<file path="config.mk">
export PLATFORM = sky130hd
export DESIGN_NAME = cds_accumulator_flat
export DESIGN_NICKNAME = d
export VERILOG_FILES = /design/src/rtl/cis_pkg.sv /design/src/rtl/cds_accumulator_if.sv /design/src/rtl/sat_add.sv /design/src/rtl/cds_accumulator.sv /design/src/flat_wrapper.sv
export SDC_FILE = /design/constraint.sdc
export NUM_CORES = 1
export LEC_CHECK = 0
export ABC_AREA = 1
export CAP_MARGIN = 10
export CORE_MARGIN = 1
export CORE_UTILIZATION = 55
export CTS_CLUSTER_DIAMETER = 200
export DETAILED_ROUTE_END_ITERATION = 16
export HOLD_SLACK_MARGIN = 0.03
export PLACE_DENSITY = 0.77
export SLEW_MARGIN = 20
export SYNTH_ARGS = -nofsm -noshare
export SYNTH_HDL_FRONTEND = slang
export SYNTH_HIERARCHICAL = 1
export SYNTH_SLANG_ARGS = --single-unit
</file>
<file path="constraint.sdc">
create_clock -name clk -period 5.5 [get_ports clk]
set_input_delay 0.825 -clock clk [delete_from_list [all_inputs] [get_ports clk]]
set_output_delay 0.825 -clock clk [all_outputs]
set_load 0.03 [all_outputs]
</file>
<file path="src/rtl/cis_pkg.sv">
// Shared types and constants for the CIS readout slice.
package cis_pkg;

  typedef enum logic [1:0] {
    IDLE = 2'd0,
    ACQ  = 2'd1,
    OUT  = 2'd2
  } cds_state_e;

  // Bit positions within the sticky err vector.
  localparam int unsigned ErrWidth   = 3;
  localparam int unsigned ErrSat     = 0;
  localparam int unsigned ErrOverlap = 1;
  localparam int unsigned ErrAbort   = 2;

endpackage

</file>
<file path="src/rtl/cds_accumulator_if.sv">
// Pattern/ADC inputs and pixel output handshake of the CDS accumulator.
interface cds_accumulator_if #(
  parameter int unsigned ADC_WIDTH  = 16,
  parameter int unsigned ACC_WIDTH  = 32,
  parameter int unsigned SKIP_WIDTH = 16
);
  logic                         running;
  logic                         base_win;
  logic                         sig_win;
  logic [ADC_WIDTH-1:0]         adc_data;
  logic                         adc_valid;
  logic [SKIP_WIDTH-1:0]        num_skips;
  logic signed [ACC_WIDTH-1:0]  pix_data;
  logic                         pix_valid;
  logic                         pix_ready;
  logic                         busy;
  logic [SKIP_WIDTH-1:0]        skip_cnt;
  logic [2:0]                   err;

  modport master (
    output running, base_win, sig_win, adc_data, adc_valid, num_skips, pix_ready,
    input  pix_data, pix_valid, busy, skip_cnt, err
  );

  modport slave (
    input  running, base_win, sig_win, adc_data, adc_valid, num_skips, pix_ready,
    output pix_data, pix_valid, busy, skip_cnt, err
  );
endinterface

</file>
<file path="src/rtl/sat_add.sv">
// Signed two-operand add that clamps to the representable range on overflow.
module sat_add #(
  parameter int unsigned Width = 32
) (
  input  logic signed [Width-1:0] a_i,
  input  logic signed [Width-1:0] b_i,
  output logic signed [Width-1:0] sum_o,
  output logic                    ovf_o
);

  logic signed [Width:0] full;

  // One extra bit: overflow when the top two bits of the wide sum disagree.
  always_comb begin
    full  = {a_i[Width-1], a_i} + {b_i[Width-1], b_i};
    ovf_o = full[Width] ^ full[Width-1];
    if (!ovf_o) begin
      sum_o = full[Width-1:0];
    end else if (full[Width]) begin
      sum_o = {1'b1, {(Width-1){1'b0}}};
    end else begin
      sum_o = {1'b0, {(Width-1){1'b1}}};
    end
  end

endmodule

</file>
<file path="src/rtl/cds_accumulator.sv">
// Correlated double sampling accumulator: sums (signal - baseline) over N skips
// per pixel and hands the result out on a valid/ready port.
module cds_accumulator
  import cis_pkg::*;
#(
  parameter int unsigned ADC_WIDTH  = 16,
  parameter int unsigned ACC_WIDTH  = 32,
  parameter int unsigned SKIP_WIDTH = 16
) (
  input logic              clk,
  input logic              reset,
  cds_accumulator_if.slave bus_io
);

  // Window sums are one bit narrower than acc so their difference always fits.
  localparam int unsigned SumWidth = ACC_WIDTH - 1;
  localparam int unsigned PadWidth = SumWidth - ADC_WIDTH;

  cds_state_e                  state_q;
  logic                        running_q, base_q, sig_q;
  logic [SKIP_WIDTH-1:0]       n_q, skip_cnt_q;
  logic [SumWidth-1:0]         base_sum_q, sig_sum_q;
  logic signed [ACC_WIDTH-1:0] acc_q, pix_data_q;
  logic                        pix_valid_q;
  logic [ErrWidth-1:0]         err_q;

  logic                        run_rise, run_fall, sig_fall;
  logic                        base_hit, sig_hit, overlap, start;
  logic [SumWidth-1:0]         sample, base_sat, sig_sat;
  logic [SumWidth:0]           base_add, sig_add;
  logic                        base_ovf, sig_ovf;
  logic [SKIP_WIDTH-1:0]       skip_inc, n_load;
  logic signed [ACC_WIDTH-1:0] diff, acc_sat;
  logic                        acc_ovf;

  // Edge detects, window classification and saturating window sums.
  always_comb begin
    run_rise = bus_io.running & ~running_q;
    run_fall = ~bus_io.running & running_q;
    sig_fall = ~bus_io.sig_win & sig_q;
    base_hit = bus_io.adc_valid & bus_io.base_win & ~bus_io.sig_win;
    sig_hit  = bus_io.adc_valid & bus_io.sig_win & ~bus_io.base_win;
    overlap  = bus_io.adc_valid & bus_io.base_win & bus_io.sig_win;
    sample   = {{PadWidth{1'b0}}, bus_io.adc_data};
    base_add = {1'b0, base_sum_q} + {1'b0, sample};
    sig_add  = {1'b0, sig_sum_q} + {1'b0, sample};
    base_ovf = base_add[SumWidth];
    sig_ovf  = sig_add[SumWidth];
    base_sat = base_ovf ? '1 : base_add[SumWidth-1:0];
    sig_sat  = sig_ovf ? '1 : sig_add[SumWidth-1:0];
    diff     = $signed({1'b0, sig_sum_q}) - $signed({1'b0, base_sum_q});
    skip_inc = skip_cnt_q + SKIP_WIDTH'(1);
    n_load   = (bus_io.num_skips == '0) ? SKIP_WIDTH'(1) : bus_io.num_skips;
    start    = run_rise & ((state_q == IDLE) | ((state_q == OUT) & bus_io.pix_ready));
  end

  sat_add #(
    .Width (ACC_WIDTH)
  ) u_acc_add (
    .a_i   (acc_q),
    .b_i   (diff),
    .sum_o (acc_sat),
    .ovf_o (acc_ovf)
  );

  // Pattern signals are registered every cycle, independent of state.
  always_ff @(posedge clk or posedge reset) begin
    if (reset) begin
      running_q <= 1'b0;
      base_q    <= 1'b0;
      sig_q     <= 1'b0;
    end else begin
      running_q <= bus_io.running;
      base_q    <= bus_io.base_win;
      sig_q     <= bus_io.sig_win;
    end
  end

  // Main FSM with all datapath state and registered outputs.
  always_ff @(posedge clk or posedge reset) begin
    if (reset) begin
      state_q     <= IDLE;
      n_q         <= '0;
      skip_cnt_q  <= '0;
      base_sum_q  <= '0;
      sig_sum_q   <= '0;
      acc_q       <= '0;
      pix_data_q  <= '0;
      pix_valid_q <= 1'b0;
      err_q       <= '0;
    end else if (start) begin
      state_q     <= ACQ;
      n_q         <= n_load;
      skip_cnt_q  <= '0;
      base_sum_q  <= '0;
      sig_sum_q   <= '0;
      acc_q       <= '0;
      pix_valid_q <= 1'b0;
      err_q       <= '0;
    end else begin
      case (state_q)
        ACQ: begin
          if (sig_fall) begin
            acc_q      <= acc_sat;
            skip_cnt_q <= skip_inc;
            // A baseline sample landing on the edge cycle opens the next skip.
            base_sum_q <= base_hit ? sample : '0;
            sig_sum_q  <= '0;
            if (acc_ovf) err_q[ErrSat] <= 1'b1;
            if (skip_inc == n_q) begin
              pix_data_q  <= acc_sat;
              pix_valid_q <= 1'b1;
              state_q     <= OUT;
            end else if (run_fall) begin
              err_q[ErrAbort] <= 1'b1;
              state_q         <= IDLE;
            end
          end else if (run_fall) begin
            err_q[ErrAbort] <= 1'b1;
            base_sum_q      <= '0;
            sig_sum_q       <= '0;
            acc_q           <= '0;
            state_q         <= IDLE;
          end else begin
            if (base_hit) begin
              base_sum_q <= base_sat;
              if (base_ovf) err_q[ErrSat] <= 1'b1;
            end
            if (sig_hit) begin
              sig_sum_q <= sig_sat;
              if (sig_ovf) err_q[ErrSat] <= 1'b1;
            end
          end
          if (overlap) err_q[ErrOverlap] <= 1'b1;
        end
        OUT: begin
          if (bus_io.pix_ready) begin
            pix_valid_q <= 1'b0;
            state_q     <= IDLE;
          end else if (run_rise) begin
            err_q[ErrAbort] <= 1'b1;
          end
        end
        IDLE: ;
        default: state_q <= IDLE;
      endcase
    end
  end

  assign bus_io.pix_data  = pix_data_q;
  assign bus_io.pix_valid = pix_valid_q;
  assign bus_io.busy      = (state_q != IDLE);
  assign bus_io.skip_cnt  = skip_cnt_q;
  assign bus_io.err       = err_q;

endmodule

</file>
<file path="src/flat_wrapper.sv">
// flat-port wrapper written by rule: the top's interface ports become plain ports
module cds_accumulator_flat import cis_pkg::*;
#(
  parameter int unsigned ADC_WIDTH  = 16,
  parameter int unsigned ACC_WIDTH  = 32,
  parameter int unsigned SKIP_WIDTH = 16
)
  (clk, reset, bus_io_running, bus_io_base_win, bus_io_sig_win, bus_io_adc_data, bus_io_adc_valid, bus_io_num_skips, bus_io_pix_ready, bus_io_pix_data, bus_io_pix_valid, bus_io_busy, bus_io_skip_cnt, bus_io_err);
  cds_accumulator_if #(.ADC_WIDTH(ADC_WIDTH), .ACC_WIDTH(ACC_WIDTH), .SKIP_WIDTH(SKIP_WIDTH)) bus_io_i ();
  input logic clk;
  input logic reset;
  input wire logic [$bits(bus_io_i.running)-1:0] bus_io_running;
  input wire logic [$bits(bus_io_i.base_win)-1:0] bus_io_base_win;
  input wire logic [$bits(bus_io_i.sig_win)-1:0] bus_io_sig_win;
  input wire logic [$bits(bus_io_i.adc_data)-1:0] bus_io_adc_data;
  input wire logic [$bits(bus_io_i.adc_valid)-1:0] bus_io_adc_valid;
  input wire logic [$bits(bus_io_i.num_skips)-1:0] bus_io_num_skips;
  input wire logic [$bits(bus_io_i.pix_ready)-1:0] bus_io_pix_ready;
  output wire logic [$bits(bus_io_i.pix_data)-1:0] bus_io_pix_data;
  output wire logic [$bits(bus_io_i.pix_valid)-1:0] bus_io_pix_valid;
  output wire logic [$bits(bus_io_i.busy)-1:0] bus_io_busy;
  output wire logic [$bits(bus_io_i.skip_cnt)-1:0] bus_io_skip_cnt;
  output wire logic [$bits(bus_io_i.err)-1:0] bus_io_err;
  assign bus_io_i.running = bus_io_running;
  assign bus_io_i.base_win = bus_io_base_win;
  assign bus_io_i.sig_win = bus_io_sig_win;
  assign bus_io_i.adc_data = bus_io_adc_data;
  assign bus_io_i.adc_valid = bus_io_adc_valid;
  assign bus_io_i.num_skips = bus_io_num_skips;
  assign bus_io_i.pix_ready = bus_io_pix_ready;
  assign bus_io_pix_data = bus_io_i.pix_data;
  assign bus_io_pix_valid = bus_io_i.pix_valid;
  assign bus_io_busy = bus_io_i.busy;
  assign bus_io_skip_cnt = bus_io_i.skip_cnt;
  assign bus_io_err = bus_io_i.err;
  cds_accumulator #(.ADC_WIDTH(ADC_WIDTH), .ACC_WIDTH(ACC_WIDTH), .SKIP_WIDTH(SKIP_WIDTH)) u_core (.clk(clk), .reset(reset), .bus_io(bus_io_i));
endmodule
</file>
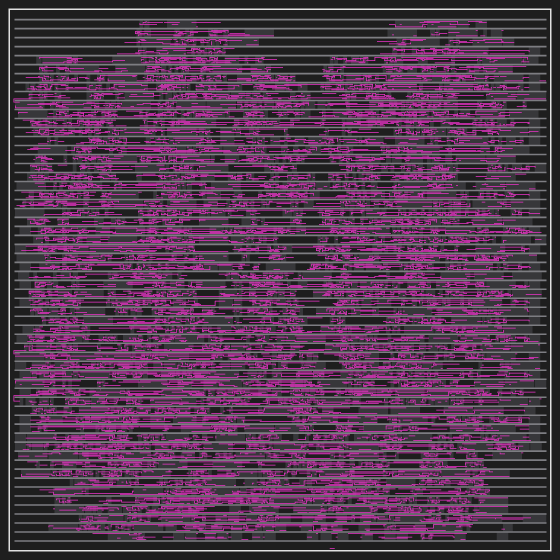
Figure 1: metal 1.
Supply wires on this layer in gray.
2293 nets have wire on it. The longest straight run is 48.8 µm. The layer holds 44% of the routed length.

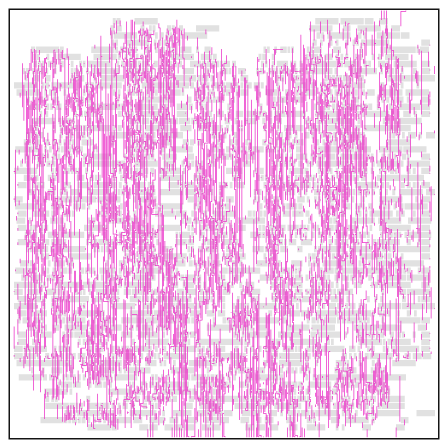
Figure 2: the metal 2 layer.
1942 nets have wire on it. The longest straight run is 61.9 µm. The layer carries 19200 µm of wire.

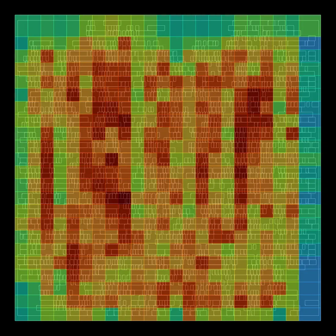
Figure 3: congestion heat map.
GR Util All Layers: 0.3278
met3 usage: 0.03327

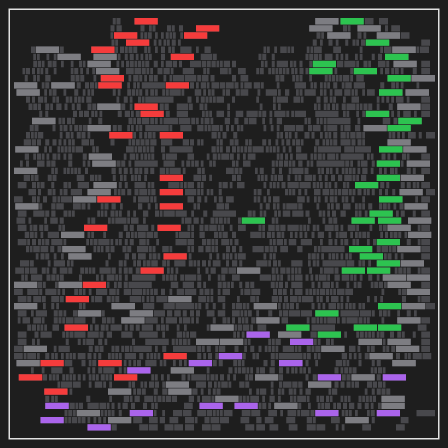
Figure 4: sequential cells colored by netlist name.
Other sequential cells in the stronger gray, the rest of the logic in the fainter gray.
Key: green = u_core/acc_q [sequential cells 32, where a column on the right]; purple = u_core/n_q [sequential cells 16]; red = u_core/base_sum_q [sequential cells 31]

==> out/qor.txt <==
status = completed
Hold/Removal Path Class = flip-flop to flip-flop
setup TNS = 0 ns
clock power share = 0.124
Top Layout Cells = nand2_1, inv_1, o21ai_0, nor2_1, dfrtp_1
Clock Latency Late Sink = 0.45 ns
first-pass GRT wire length = 68.40 mm
RSZ-0062 raised after global routing = false
most numerous logic cell after layout = nand2_1
Worst Skew = 0.02073 ns
slowest stage cell, crit path = dfrtp_1
Synth Area in Simple Gates = 0.3328
Synth Seq Share = 0.2899
worst r2r dst = u_core/bus_io.err[0]
fp util = 0.5641
DRT antenna net count = 0
clk buf depth = 2
yosys warning tally = 6
Post-synth ARST share = 1.000
clk slew on worst S/H paths = 0.08 ns
IO Port Bufs = 91
# diodes = 0
CP endpoint = u_core/bus_io.err[0]
CP Depth = 27
worst hold start = u_core/bus_io.pix_data[28]
Power Clock = 1.31 mW
maximum VDD drop = 0.5087 mV
worst hold path stage count = 2
Area growth syn-to-layout = 12.46%
dpl cell area = 15490 µm²
Resized cells post-CTS = 0
most used cell, CP = nand2_1
Post-synth EDFFs = 0
startpoint types = flip-flop
[layout make-up]
cell class,count,area [µm²],area share
sequential,166,4154,0.2578
tap,330,412.9,0.02562
clock buffer,18,439.2,0.02725
multi-input combinational,1726,8886,0.5514
clock inverter,14,178.9,0.01110
inverter,273,1030,0.06390
timing repair buffer,103,1013,0.06289
[cell usage after synthesis, types with 3 or more instances]
| master | instances | area (µm²) |
|---|---|---|
| nor4_1 | 10 | 62.56 |
| or2_2 | 3 | 18.77 |
| nor2_1 | 170 | 638.1 |
| xor2_1 | 51 | 446.7 |
| nor2_2 | 4 | 25.02 |
| ha_1 | 96 | 1201 |
| buf_6 | 9 | 101.4 |
| nand4_1 | 19 | 118.9 |
| o21ai_2 | 13 | 113.9 |
| fa_1 | 4 | 80.08 |
| nor3_1 | 29 | 145.1 |
| o21bai_1 | 11 | 82.58 |
| buf_2 | 7 | 35.03 |
| a21boi_0 | 3 | 22.52 |
| o21ai_0 | 175 | 875.8 |
| inv_2 | 3 | 11.26 |
| dfrtp_1 | 166 | 4154 |
| a21o_1 | 8 | 60.06 |
| a31oi_1 | 8 | 50.05 |
| o21ai_1 | 35 | 175.2 |
| clkbuf_1 | 30 | 112.6 |
| nand3_1 | 111 | 555.5 |
| a21oi_1 | 125 | 625.6 |
| nand2_1 | 759 | 2849 |
| and2_1 | 3 | 18.77 |
| inv_1 | 268 | 1006 |
| nand2_2 | 17 | 106.4 |
| nand3b_1 | 16 | 120.1 |
| o22ai_1 | 10 | 62.56 |
| xnor2_1 | 25 | 219.0 |
[routing by layer]
layer / GRT usage / up-vias / part of all wire
li1: - / 7325 / -
met1: 0.4600 / 6885 / 0.44
met2: 0.5229 / 711 / 0.45
met3: 0.03327 / 84 / 0.083
met4: 0.1151 / 0 / 0.028
met5: 0 / - / 0
Power and IR drop assume default switching activity.
